--- config.mk ---
export PLATFORM = sky130hd
export DESIGN_NAME = experiment_sequencer
export DESIGN_NICKNAME = d
export VERILOG_FILES = /design/src/rtl/experiment_sequencer.sv
export SDC_FILE = /design/constraint.sdc
export NUM_CORES = 1
export LEC_CHECK = 0
export ABC_AREA = 1
export CORE_AREA = 2 2 111 92
export CTS_BUF_LIST = sky130_fd_sc_hd__clkbuf_2
export CTS_CLUSTER_DIAMETER = 200
export DETAILED_ROUTE_END_ITERATION = 10
export DIE_AREA = 0 0 113 94
export PLACE_DENSITY_LB_ADDON = 0.1
export SLEW_MARGIN = 20
export SYNTH_ARGS = -nofsm -noshare
export SYNTH_HDL_FRONTEND = slang
export SYNTH_SLANG_ARGS = --single-unit
--- constraint.sdc ---
create_clock -name clock -period 1.8 [get_ports clock]
set_clock_uncertainty 0.05 [all_clocks]
set_input_delay 0.36 -clock clock [delete_from_list [all_inputs] [get_ports clock]]
set_output_delay 0.36 -clock clock [all_outputs]
set_load 0.01 [all_outputs]
--- src/rtl/experiment_sequencer.sv ---
// Experiment sequencer: start/fast-gate aligned detonation, debounced wire confirm, detector trigger.
// Optional build macro EXP_TIMESTAMP_EN adds the wire_latency / wire_latency_valid outputs.
module experiment_sequencer #(
    parameter int unsigned CNT_W        = 32,
    parameter int unsigned N_DET        = 4,
    parameter int unsigned DEBOUNCE_CYC = 16,
    parameter int unsigned DET_PULSE    = 400,
    parameter int unsigned TRIG_PULSE   = 40,
    parameter int unsigned WIRE_TIMEOUT = 400000
) (
    input  logic             clock,
    input  logic             reset,
    input  logic             start_signal,
    input  logic             fg_signal,
    input  logic             wire_signal,
    input  logic [N_DET-1:0] detector_ready,
    input  logic [N_DET-1:0] det_mask,
    input  logic             phase_shift,
    input  logic [CNT_W-1:0] fg_delay,
    output logic             detonation_signal,
    output logic             output_trigger,
    output logic [2:0]       scenario_state,
    output logic [CNT_W-1:0] counter_,
    output logic             fault
`ifdef EXP_TIMESTAMP_EN
    ,
    output logic [CNT_W-1:0] wire_latency,
    output logic             wire_latency_valid
`endif
);

    typedef enum logic [2:0] {
        S_IDLE      = 3'd0,
        S_ARMED     = 3'd1,
        S_FG_DELAY  = 3'd2,
        S_DETONATE  = 3'd3,
        S_WAIT_WIRE = 3'd4,
        S_TRIGGER   = 3'd5,
        S_WAIT_DET  = 3'd6,
        S_FAULT     = 3'd7
    } state_t;

    localparam int unsigned      DEB_W     = $clog2(DEBOUNCE_CYC + 1);
    localparam logic [CNT_W-1:0] CNT_ONE   = CNT_W'(1);
    localparam logic [CNT_W-1:0] DET_LAST  = CNT_W'(DET_PULSE - 1);
    localparam logic [CNT_W-1:0] TRIG_LAST = CNT_W'(TRIG_PULSE - 1);
    localparam logic [CNT_W-1:0] TMO_LOAD  = CNT_W'(WIRE_TIMEOUT);
    localparam logic [DEB_W-1:0] DEB_DONE  = DEB_W'(DEBOUNCE_CYC);

    state_t           r_state, w_state_nxt;
    logic [CNT_W-1:0] r_cnt, w_cnt_nxt;
    logic [DEB_W-1:0] r_deb;

    logic             r_start_s1, r_start_s2, r_start_d;
    logic             r_fg_s1, r_fg_s2, r_fg_d;
    logic             r_wire_s1, r_wire_s2;
    logic [N_DET-1:0] r_rdy_s1, r_rdy_s2;

    logic w_start_rise, w_fg_edge, w_ready_all, w_wire_ok;

    // Synchronisers carry no reset so a pin held high across reset cannot fake an edge.
    always_ff @(posedge clock) begin
        r_start_s1 <= start_signal;
        r_start_s2 <= r_start_s1;
        r_start_d  <= r_start_s2;
        r_fg_s1    <= fg_signal;
        r_fg_s2    <= r_fg_s1;
        r_fg_d     <= r_fg_s2;
        r_wire_s1  <= wire_signal;
        r_wire_s2  <= r_wire_s1;
        r_rdy_s1   <= detector_ready;
        r_rdy_s2   <= r_rdy_s1;
    end

    assign w_start_rise = r_start_s2 & ~r_start_d;
    assign w_fg_edge    = phase_shift ? (~r_fg_s2 & r_fg_d) : (r_fg_s2 & ~r_fg_d);
    assign w_ready_all  = &(r_rdy_s2 | ~det_mask);
    assign w_wire_ok    = (r_deb == DEB_DONE);

    always_ff @(posedge clock) begin
        if (reset || r_state != S_WAIT_WIRE || !r_wire_s2)
            r_deb <= '0;
        else if (r_deb != DEB_DONE)
            r_deb <= r_deb + DEB_W'(1);
    end

    always_ff @(posedge clock) begin
        if (reset) begin
            r_state <= S_IDLE;
            r_cnt   <= '0;
        end else begin
            r_state <= w_state_nxt;
            r_cnt   <= w_cnt_nxt;
        end
    end

    // Down-counting states leave on the cycle the counter lands on zero, not one cycle after.
    always_comb begin
        w_state_nxt = r_state;
        w_cnt_nxt   = r_cnt;
        case (r_state)
            S_IDLE: begin
                w_cnt_nxt = '0;
                if (w_start_rise && w_ready_all) w_state_nxt = S_ARMED;
            end
            S_ARMED: begin
                w_cnt_nxt = '0;
                if (!w_ready_all) begin
                    w_state_nxt = S_FAULT;
                end else if (w_fg_edge) begin
                    w_state_nxt = S_FG_DELAY;
                    w_cnt_nxt   = fg_delay;
                end
            end
            S_FG_DELAY: begin
                if (!w_ready_all) begin
                    w_state_nxt = S_FAULT;
                    w_cnt_nxt   = '0;
                end else begin
                    if (r_cnt <= CNT_ONE) w_state_nxt = S_DETONATE;
                    if (r_cnt != '0) w_cnt_nxt = r_cnt - CNT_ONE;
                end
            end
            S_DETONATE: begin
                if (r_cnt == DET_LAST) begin
                    w_state_nxt = S_WAIT_WIRE;
                    w_cnt_nxt   = TMO_LOAD;
                end else begin
                    w_cnt_nxt = r_cnt + CNT_ONE;
                end
            end
            S_WAIT_WIRE: begin
                if (w_wire_ok) begin
                    w_state_nxt = S_TRIGGER;
                    w_cnt_nxt   = '0;
                end else if (r_cnt <= CNT_ONE) begin
                    w_state_nxt = S_FAULT;
                    w_cnt_nxt   = '0;
                end else begin
                    w_cnt_nxt = r_cnt - CNT_ONE;
                end
            end
            S_TRIGGER: begin
                if (r_cnt == TRIG_LAST) begin
                    w_state_nxt = S_WAIT_DET;
                    w_cnt_nxt   = '0;
                end else begin
                    w_cnt_nxt = r_cnt + CNT_ONE;
                end
            end
            S_WAIT_DET: begin
                if (w_ready_all) begin
                    w_state_nxt = S_IDLE;
                    w_cnt_nxt   = '0;
                end else if (r_cnt != '1) begin
                    w_cnt_nxt = r_cnt + CNT_ONE;
                end
            end
            S_FAULT: w_cnt_nxt = '0;
            default: begin
                w_state_nxt = S_IDLE;
                w_cnt_nxt   = '0;
            end
        endcase
    end

    assign detonation_signal = (r_state == S_DETONATE);
    assign output_trigger    = (r_state == S_TRIGGER);
    assign fault             = (r_state == S_FAULT);
    assign scenario_state    = r_state;
    assign counter_          = r_cnt;

`ifdef EXP_TIMESTAMP_EN
    logic [CNT_W-1:0] r_ts;

    always_ff @(posedge clock) begin
        if (reset) begin
            r_ts               <= '0;
            wire_latency       <= '0;
            wire_latency_valid <= 1'b0;
        end else begin
            wire_latency_valid <= 1'b0;
            if (r_state == S_DETONATE && w_state_nxt == S_WAIT_WIRE)
                r_ts <= '0;
            else if (r_ts != '1)
                r_ts <= r_ts + CNT_ONE;
            if (r_state == S_WAIT_WIRE && w_state_nxt == S_TRIGGER) begin
                wire_latency       <= r_ts;
                wire_latency_valid <= 1'b1;
            end
        end
    end
`endif

endmodule

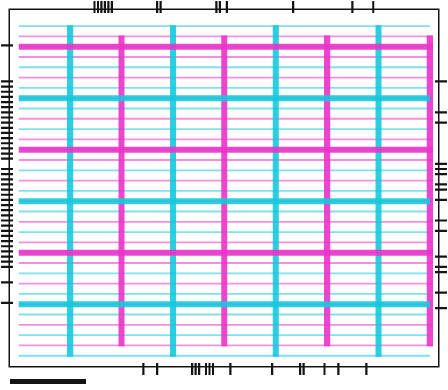
(floorplan with the power grid)
Bar = 20 um. Pins as bars on the die edge.
Cyan shows VSS. Magenta shows VDD.
6 straps on met5. 8 straps on met4. 84 signal pins sit on the boundary.

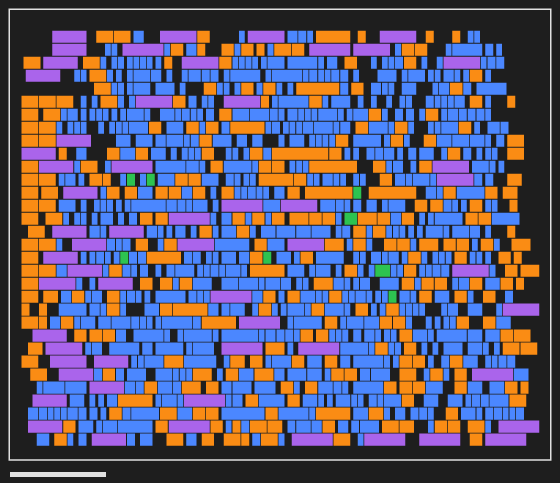
(cells colored by class)
Bar = 20 um.
Green shows clock drivers and dummy loads, cells 8. Orange shows other buffers and delay cells, cells 275. Purple shows flip-flops, cells 56. Blue shows all other logic, cells 693.

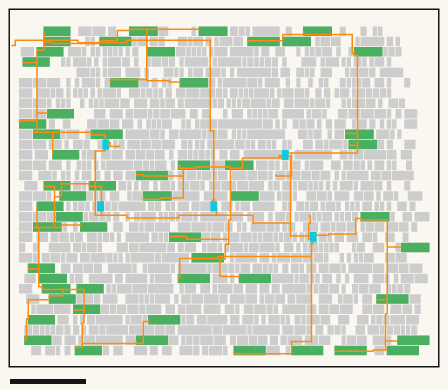
(routed clock nets over the placement)
Bar = 20 um.
Green shows flip-flops, count 56. Orange shows clock wires, length 919 um. Cyan shows cells driving clock nets, count 5.
Position of the flops: widely spread.

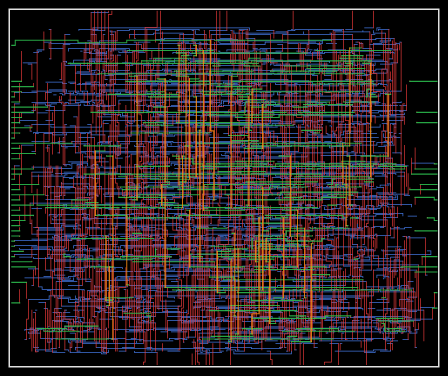
(signal wires by layer)
Red shows met2, wire length 9380 um. Green shows met3, wire length 2720 um. Blue shows met1, wire length 8270 um. Orange shows met4, wire length 936 um.

==> flow_metrics.env <==
# source this file to load flow results
export IMPL_finalNetCount=1083
export IMPL_timing_final_crit_period_ns=2.24
export IMPL_placementRows=32
export IMPL_utilization_pct=83.4
export IMPL_cts_hold_buffers_added=0
export IMPL_synth_adder_area_share_pct=1.61
export IMPL_cell_area_synth_um2=4660
export IMPL_die_width_um=113
export IMPL_die_size_y_um=94
export IMPL_worst_r2r_path_depth=13
export IMPL_num_vias=6597
export IMPL_finalWeightedCongestion=0.988
export IMPL_netlist_instances=777
export IMPL_final_layout_top_logic_cell="buf_4"
export IMPL_cpMaxStageDelayCell="dfxtp_4"
export IMPL_critical_path_buf_inv_count=4
export IMPL_postSynthAreaPerCell_um2=6.00
export IMPL_tritoncts="yes"
export IMPL_synth_yosys_warnings=0
export IMPL_outcome="finished, violations left"
export IMPL_yosysMostFrequentCell="nand2_1"
export IMPL_drt_initial_drc_count=724
export IMPL_detailedPlace_worstSlack_ns=-0.499
export IMPL_timing_final_hold_violations=0
export IMPL_reg2reg_slack_ns=-0.44
export IMPL_flop_cell="dfxtp_1"
export IMPL_path_cells="buf_12 > nor2_4 > nand2_2 > nor2_4 > nand2_4 > buf_6 > o21ai_4 > nand3_4 > bufbuf_16 > nand2_1 > nand3_2 > nand2_1 > inv_1"
export IMPL_asyncSetResetFlopFracSynth_pct=0
export IMPL_finalHoldWorstSlack_ns=0.186
export IMPL_edf_count=0
export IMPL_synth_flop_count=56
export IMPL_hold_start="fg_signal"
export IMPL_worstPathMaxFanout=4
export IMPL_postLayoutSetupSlackWorst_ns=-0.436
export IMPL_layout_filler_cells=571
export IMPL_drc=2
export IMPL_globalRouteOverflowTotal=0
export IMPL_first_pass_grt_wire_length_mm=31.8
export IMPL_clock_sink_count=56
export IMPL_topCombFamilyByArea="simple AND/OR/NAND/NOR gates"
export IMPL_totalWireLength_mm=21.3
export IMPL_aoi_share_pct=5.61
export IMPL_finalSetupViolations=39
export IMPL_yosys_stat_area_um2=4660
export IMPL_dp_cells=1103
export IMPL_die_area_um2=10600
export IMPL_synthesis_nets=829
export IMPL_worst_setup_path_end_kind="flop"
export IMPL_worst_hold_path_endpoint="r_fg_s1"
export IMPL_area_growth_pct=69.2
export IMPL_cell_pwr_density_nw_per_um2=2030
export IMPL_post_synth_top_area_cell="dfxtp_1"
export IMPL_cts_htree_levels=2
export IMPL_cts_root_buf="clkbuf_2"
export IMPL_synth_cell_type_count=41
export IMPL_post_drt_via_cell_ratio=5.73
export IMPL_critPathKind="flop to flop"
export IMPL_max_slew_margin_rel_pct=63.8
export IMPL_violations="DRC, setup timing"
export IMPL_yosys_stat_cells=777
export IMPL_core_area_um2=9450
export IMPL_worst_endpoint_arrival_ns=2.64
export IMPL_clock_pin_slew_worst_setup_and_hold_paths_ns=0.38
export IMPL_yosys_mux_area_fraction_pct=0
==> how the worst max path moves through the flow <==
stage                       from      endpoint  slack (ns)  depth (start not counted)
CTS                 counter_[20]  counter_[15]       -0.24                         13
floorplan            counter_[7]  counter_[31]      -0.002                         11
global route        counter_[20]  counter_[19]       -0.43                         13
detailed placement   det_mask[1]  counter_[11]       -0.50                         12
global placement     det_mask[1]  counter_[11]       -0.43                         12
finish              counter_[23]  counter_[19]       -0.44                         13
==> flip-flops by register name, indices dropped and copies added (netlist names), 3 cells and up <==
register        flops
scenario_state      3
r_rdy_s1            4
r_deb               5
r_rdy_s2            4
counter_           32
==> cell type report <==
class	count	area, um2	area share, %
Timing Repair Buffer	275	2420	30.7
Multi-Input combinational cell	604	3700	46.9
Sequential cell	56	1210	15.3
Tap cell	119	149	1.89
Inverter	88	350	4.44
Clock buffer	5	25.0	0.317
Timing Repair inverter	1	16.3	0.206
Clock inverter	3	21.3	0.270
==> what timing repair did <==
| action | CTS | global route |
|---|---|---|
| pin swaps | 40 | 25 |
| setup buffers | 28 | 6 |
| endpoints found under the setup margin | 73 | 67 |
| cloned | 8 | 1 |
| gates resized | 201 | 125 |
==> where the power goes <==
| part | total, mW | switching [mW] | internal [mW] |
|---|---|---|---|
| Clock | 0.603 | 0.503 | 0.0992 |
| Combinational | 13.4 | 7.67 | 5.72 |
| Sequential | 1.97 | 0.357 | 1.61 |
==> metal layers <==
| metal | vias up | GRT usage (%) | routed length (um) |
|---|---|---|---|
| met4 | 0 | 11.8 | 936 |
| met2 | 493 | 62.2 | 9380 |
| met3 | 95 | 8.13 | 2720 |
| li1 | 2955 | - | - |
| met5 | - | 0 | 0 |
| met1 | 3054 | 51.1 | 8270 |
Power is estimated from default activity; no workload was simulated.
